==> config.mk <==
export PLATFORM = sky130hd
export DESIGN_NAME = seg7_sequence_player
export DESIGN_NICKNAME = d
export VERILOG_FILES = /design/src/rtl/seg7_sequence_player.sv
export SDC_FILE = /design/constraint.sdc
export NUM_CORES = 1
export LEC_CHECK = 0
export ABC_AREA = 0
export CORE_ASPECT_RATIO = 0.75
export CORE_MARGIN = 1.5
export CORE_UTILIZATION = 30
export DETAILED_ROUTE_END_ITERATION = 12
export PLACE_DENSITY = 0.58
export SKIP_CTS_REPAIR_TIMING = 1
export SLEW_MARGIN = 20
export SYNTH_ARGS = -nofsm -noshare
export SYNTH_HDL_FRONTEND = slang
export SYNTH_SLANG_ARGS = --single-unit
export TNS_END_PERCENT = 10
==> constraint.sdc <==
create_clock -name i_Clk -period 5.5 [get_ports i_Clk]
set_clock_uncertainty 0.1 [all_clocks]
set_input_delay 1.1 -clock i_Clk [delete_from_list [all_inputs] [get_ports i_Clk]]
set_output_delay 1.1 -clock i_Clk [all_outputs]
set_load 0.05 [all_outputs]
==> src/rtl/seg7_sequence_player.sv <==
// ============================================================================
// Module   : seg7_sequence_player
// Purpose  : Plays a stored digit pattern onto one 7-segment decoder, each
//            digit shown for ON_CYCLES followed by an OFF_CYCLES blank gap.
// Revision : 1.0 - initial release
// ============================================================================
`default_nettype none

module seg7_sequence_player #(
    parameter logic [31:0] ON_CYCLES  = 32'd25000000,
    parameter logic [31:0] OFF_CYCLES = 32'd12500000,
    parameter int          MAX_LEN    = 16,
    parameter int          IDX_W      = 4
) (
    input  logic             i_Clk,
    input  logic             i_Rst_L,
    input  logic             i_Wr_En,
    input  logic [IDX_W-1:0] i_Wr_Addr,
    input  logic [3:0]       i_Wr_Data,
    input  logic [IDX_W:0]   i_Len,
    input  logic             i_Start,
    input  logic             i_Abort,
    output logic             o_Busy,
    output logic             o_Done,
    output logic [3:0]       o_Digit,
    output logic             o_Digit_Valid,
    output logic [IDX_W-1:0] o_Index
);

    localparam logic [IDX_W:0] c_MAX_LEN = (IDX_W+1)'(MAX_LEN);
    localparam logic [3:0]     c_BLANK   = 4'hF;

    typedef enum logic [1:0] {
        S_IDLE   = 2'd0,
        S_SHOW   = 2'd1,
        S_GAP    = 2'd2,
        S_FINISH = 2'd3
    } state_t;

    state_t           r_state, w_state_nxt;
    logic [31:0]      r_cnt, w_cnt_nxt;
    logic [IDX_W:0]   r_len, w_len_nxt;
    logic             w_busy_nxt, w_done_nxt, w_valid_nxt;
    logic [3:0]       w_digit_nxt;
    logic [IDX_W-1:0] w_index_nxt;

    logic [3:0]       r_mem [MAX_LEN];
    logic [IDX_W:0]   w_len_clamped;
    logic [3:0]       w_first_digit;
    logic [IDX_W-1:0] w_next_index;
    logic             w_more_digits;

    // Pattern memory is deliberately left out of reset so a pattern survives it.
    always_ff @(posedge i_Clk) begin
        if (i_Wr_En && !o_Busy) begin
            r_mem[i_Wr_Addr] <= i_Wr_Data;
        end
    end

    assign w_len_clamped = (i_Len > c_MAX_LEN) ? c_MAX_LEN : i_Len;
    // A write landing on the same edge as start must be the value that plays.
    assign w_first_digit = (i_Wr_En && (i_Wr_Addr == '0)) ? i_Wr_Data : r_mem[0];
    assign w_next_index  = o_Index + IDX_W'(1);
    assign w_more_digits = (({1'b0, o_Index} + (IDX_W+1)'(1)) < r_len);

    always_ff @(posedge i_Clk or negedge i_Rst_L) begin
        if (!i_Rst_L) begin
            r_state       <= S_IDLE;
            r_cnt         <= '0;
            r_len         <= '0;
            o_Busy        <= 1'b0;
            o_Done        <= 1'b0;
            o_Digit       <= c_BLANK;
            o_Digit_Valid <= 1'b0;
            o_Index       <= '0;
        end else begin
            r_state       <= w_state_nxt;
            r_cnt         <= w_cnt_nxt;
            r_len         <= w_len_nxt;
            o_Busy        <= w_busy_nxt;
            o_Done        <= w_done_nxt;
            o_Digit       <= w_digit_nxt;
            o_Digit_Valid <= w_valid_nxt;
            o_Index       <= w_index_nxt;
        end
    end

    always_comb begin
        w_state_nxt = r_state;
        w_cnt_nxt   = r_cnt;
        w_len_nxt   = r_len;
        w_busy_nxt  = o_Busy;
        w_done_nxt  = 1'b0;
        w_digit_nxt = o_Digit;
        w_valid_nxt = o_Digit_Valid;
        w_index_nxt = o_Index;

        if ((r_state != S_IDLE) && i_Abort) begin
            w_state_nxt = S_IDLE;
            w_cnt_nxt   = '0;
            w_busy_nxt  = 1'b0;
            w_digit_nxt = c_BLANK;
            w_valid_nxt = 1'b0;
        end else begin
            case (r_state)
                S_IDLE: begin
                    w_busy_nxt  = 1'b0;
                    w_digit_nxt = c_BLANK;
                    w_valid_nxt = 1'b0;
                    if (i_Start && !i_Abort) begin
                        if (w_len_clamped == '0) begin
                            w_done_nxt = 1'b1;
                        end else begin
                            w_state_nxt = S_SHOW;
                            w_cnt_nxt   = '0;
                            w_len_nxt   = w_len_clamped;
                            w_busy_nxt  = 1'b1;
                            w_index_nxt = '0;
                            w_digit_nxt = w_first_digit;
                            w_valid_nxt = 1'b1;
                        end
                    end
                end
                S_SHOW: begin
                    if (r_cnt == ON_CYCLES - 32'd1) begin
                        w_state_nxt = S_GAP;
                        w_cnt_nxt   = '0;
                        w_digit_nxt = c_BLANK;
                        w_valid_nxt = 1'b0;
                    end else begin
                        w_cnt_nxt = r_cnt + 32'd1;
                    end
                end
                S_GAP: begin
                    if (r_cnt == OFF_CYCLES - 32'd1) begin
                        w_cnt_nxt = '0;
                        if (w_more_digits) begin
                            w_state_nxt = S_SHOW;
                            w_index_nxt = w_next_index;
                            w_digit_nxt = r_mem[w_next_index];
                            w_valid_nxt = 1'b1;
                        end else begin
                            w_state_nxt = S_FINISH;
                            w_busy_nxt  = 1'b0;
                            w_done_nxt  = 1'b1;
                        end
                    end else begin
                        w_cnt_nxt = r_cnt + 32'd1;
                    end
                end
                S_FINISH: begin
                    w_state_nxt = S_IDLE;
                end
                default: begin
                    w_state_nxt = S_IDLE;
                end
            endcase
        end
    end

endmodule

`default_nettype wire

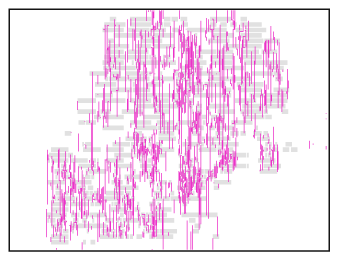
(the metal 2 layer)
Drawn at 2 px/µm. Cells faint in the background.
main direction	vertical
longest straight run	46.6 µm

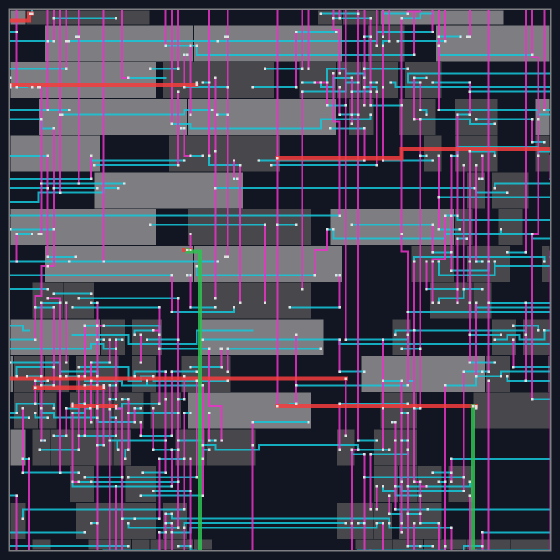
(close-up of the layout)
Region (60, 40) to (100, 80) µm. Cells in gray, sequential cells in the stronger gray; small squares are vias.
layer	color
met1	cyan
met4	green
met3	red
met2	magenta
cells with their middle in the window	78
most frequent	edfxtp_1 (11), nand2_1 (7), nand3_1 (6)
sequential cells in the window	16
netlist names of flops here include	r_mem (11), r_cnt (3)

==> run summary <==
Setup crit start kind: flip-flop
AO/OA Area Share: 7.02%
outcome: completed
worst-path fanout max: 17
Chip Area, Yosys: 5490 µm²
met3 Use GR: 4.67%
most flop-heavy register: r_mem
highest routed layer: met4
main logic family after synthesis: simple AND/OR/NAND/NOR gates
Netlist Area Pre-Place: 5490 µm²
crit path DRT: 5.74 ns
max FFs per register: 64
area grow syn2layout: 20.8%
setup violators final: 0
pwr/cell area: 427 nW/µm²
Antenna Cells: 0
Avg Inst Size Synth: 12.4 µm²
Slowest cell on crit path: dfrtp_1
CP Class: reg -> reg
Synth cell types: 56
vias: 3612
ys cells: 443
fin crit share: 62.9%
GRT overflow: 0
Longest Clk Path Bufs: 2
DRT met1 WL: 6040 µm
metal3 WL: 567 µm
number of enable flip-flop cells: 64
r2r startpoint: o_Index[0]
simple-gate share of the synthesized area: 15.9%
WHS Path Cells: 2
## cell type report
class,instances,area (µm²)
repair buffers,31,298
clock buffers,20,437
flip-flops and latches,114,3180
inverters,15,56.3
multi-input cells,297,2200
clock inverters,12,164
fillers,1740,11100
well taps,242,303
## synthesized netlist by cell type, drive strengths merged (2+ instances only)
| cell type | instances | share of area [%] |
|---|---|---|
| a21o | 3 | 0.41 |
| a21oi | 8 | 0.80 |
| a22o | 4 | 0.64 |
| a22oi | 4 | 0.55 |
| a31oi | 5 | 0.57 |
| and2 | 2 | 0.23 |
| and3 | 8 | 0.91 |
| and4 | 5 | 0.80 |
| buf | 3 | 0.23 |
| clkbuf | 14 | 0.96 |
| dfrtp | 46 | 21 |
| dfstp | 4 | 1.9 |
| edfxtp | 64 | 35 |
| ha | 9 | 2.1 |
| inv | 15 | 1.0 |
| mux2 | 10 | 2.3 |
| mux2i | 7 | 1.3 |
| mux4 | 16 | 6.6 |
| nand2 | 25 | 1.7 |
| nand2b | 6 | 0.68 |
| nand3 | 29 | 2.6 |
| nand3b | 3 | 0.41 |
| nand4 | 8 | 0.91 |
| nor2 | 54 | 3.7 |
| nor2b | 3 | 0.34 |
| nor3 | 8 | 0.82 |
| nor3b | 4 | 0.55 |
| nor4 | 2 | 0.34 |
| nor4bb | 2 | 0.36 |
| o211ai | 5 | 0.78 |
| o21a | 2 | 0.27 |
| o21ai | 13 | 1.2 |
| o22ai | 2 | 0.23 |
| o2bb2ai | 3 | 0.48 |
| o311ai | 3 | 0.48 |
| or3 | 2 | 0.23 |
| or3b | 2 | 0.32 |
| or4 | 2 | 0.27 |
| xnor2 | 7 | 1.1 |
| xor2 | 23 | 3.7 |
Power and IR drop assume default switching activity.
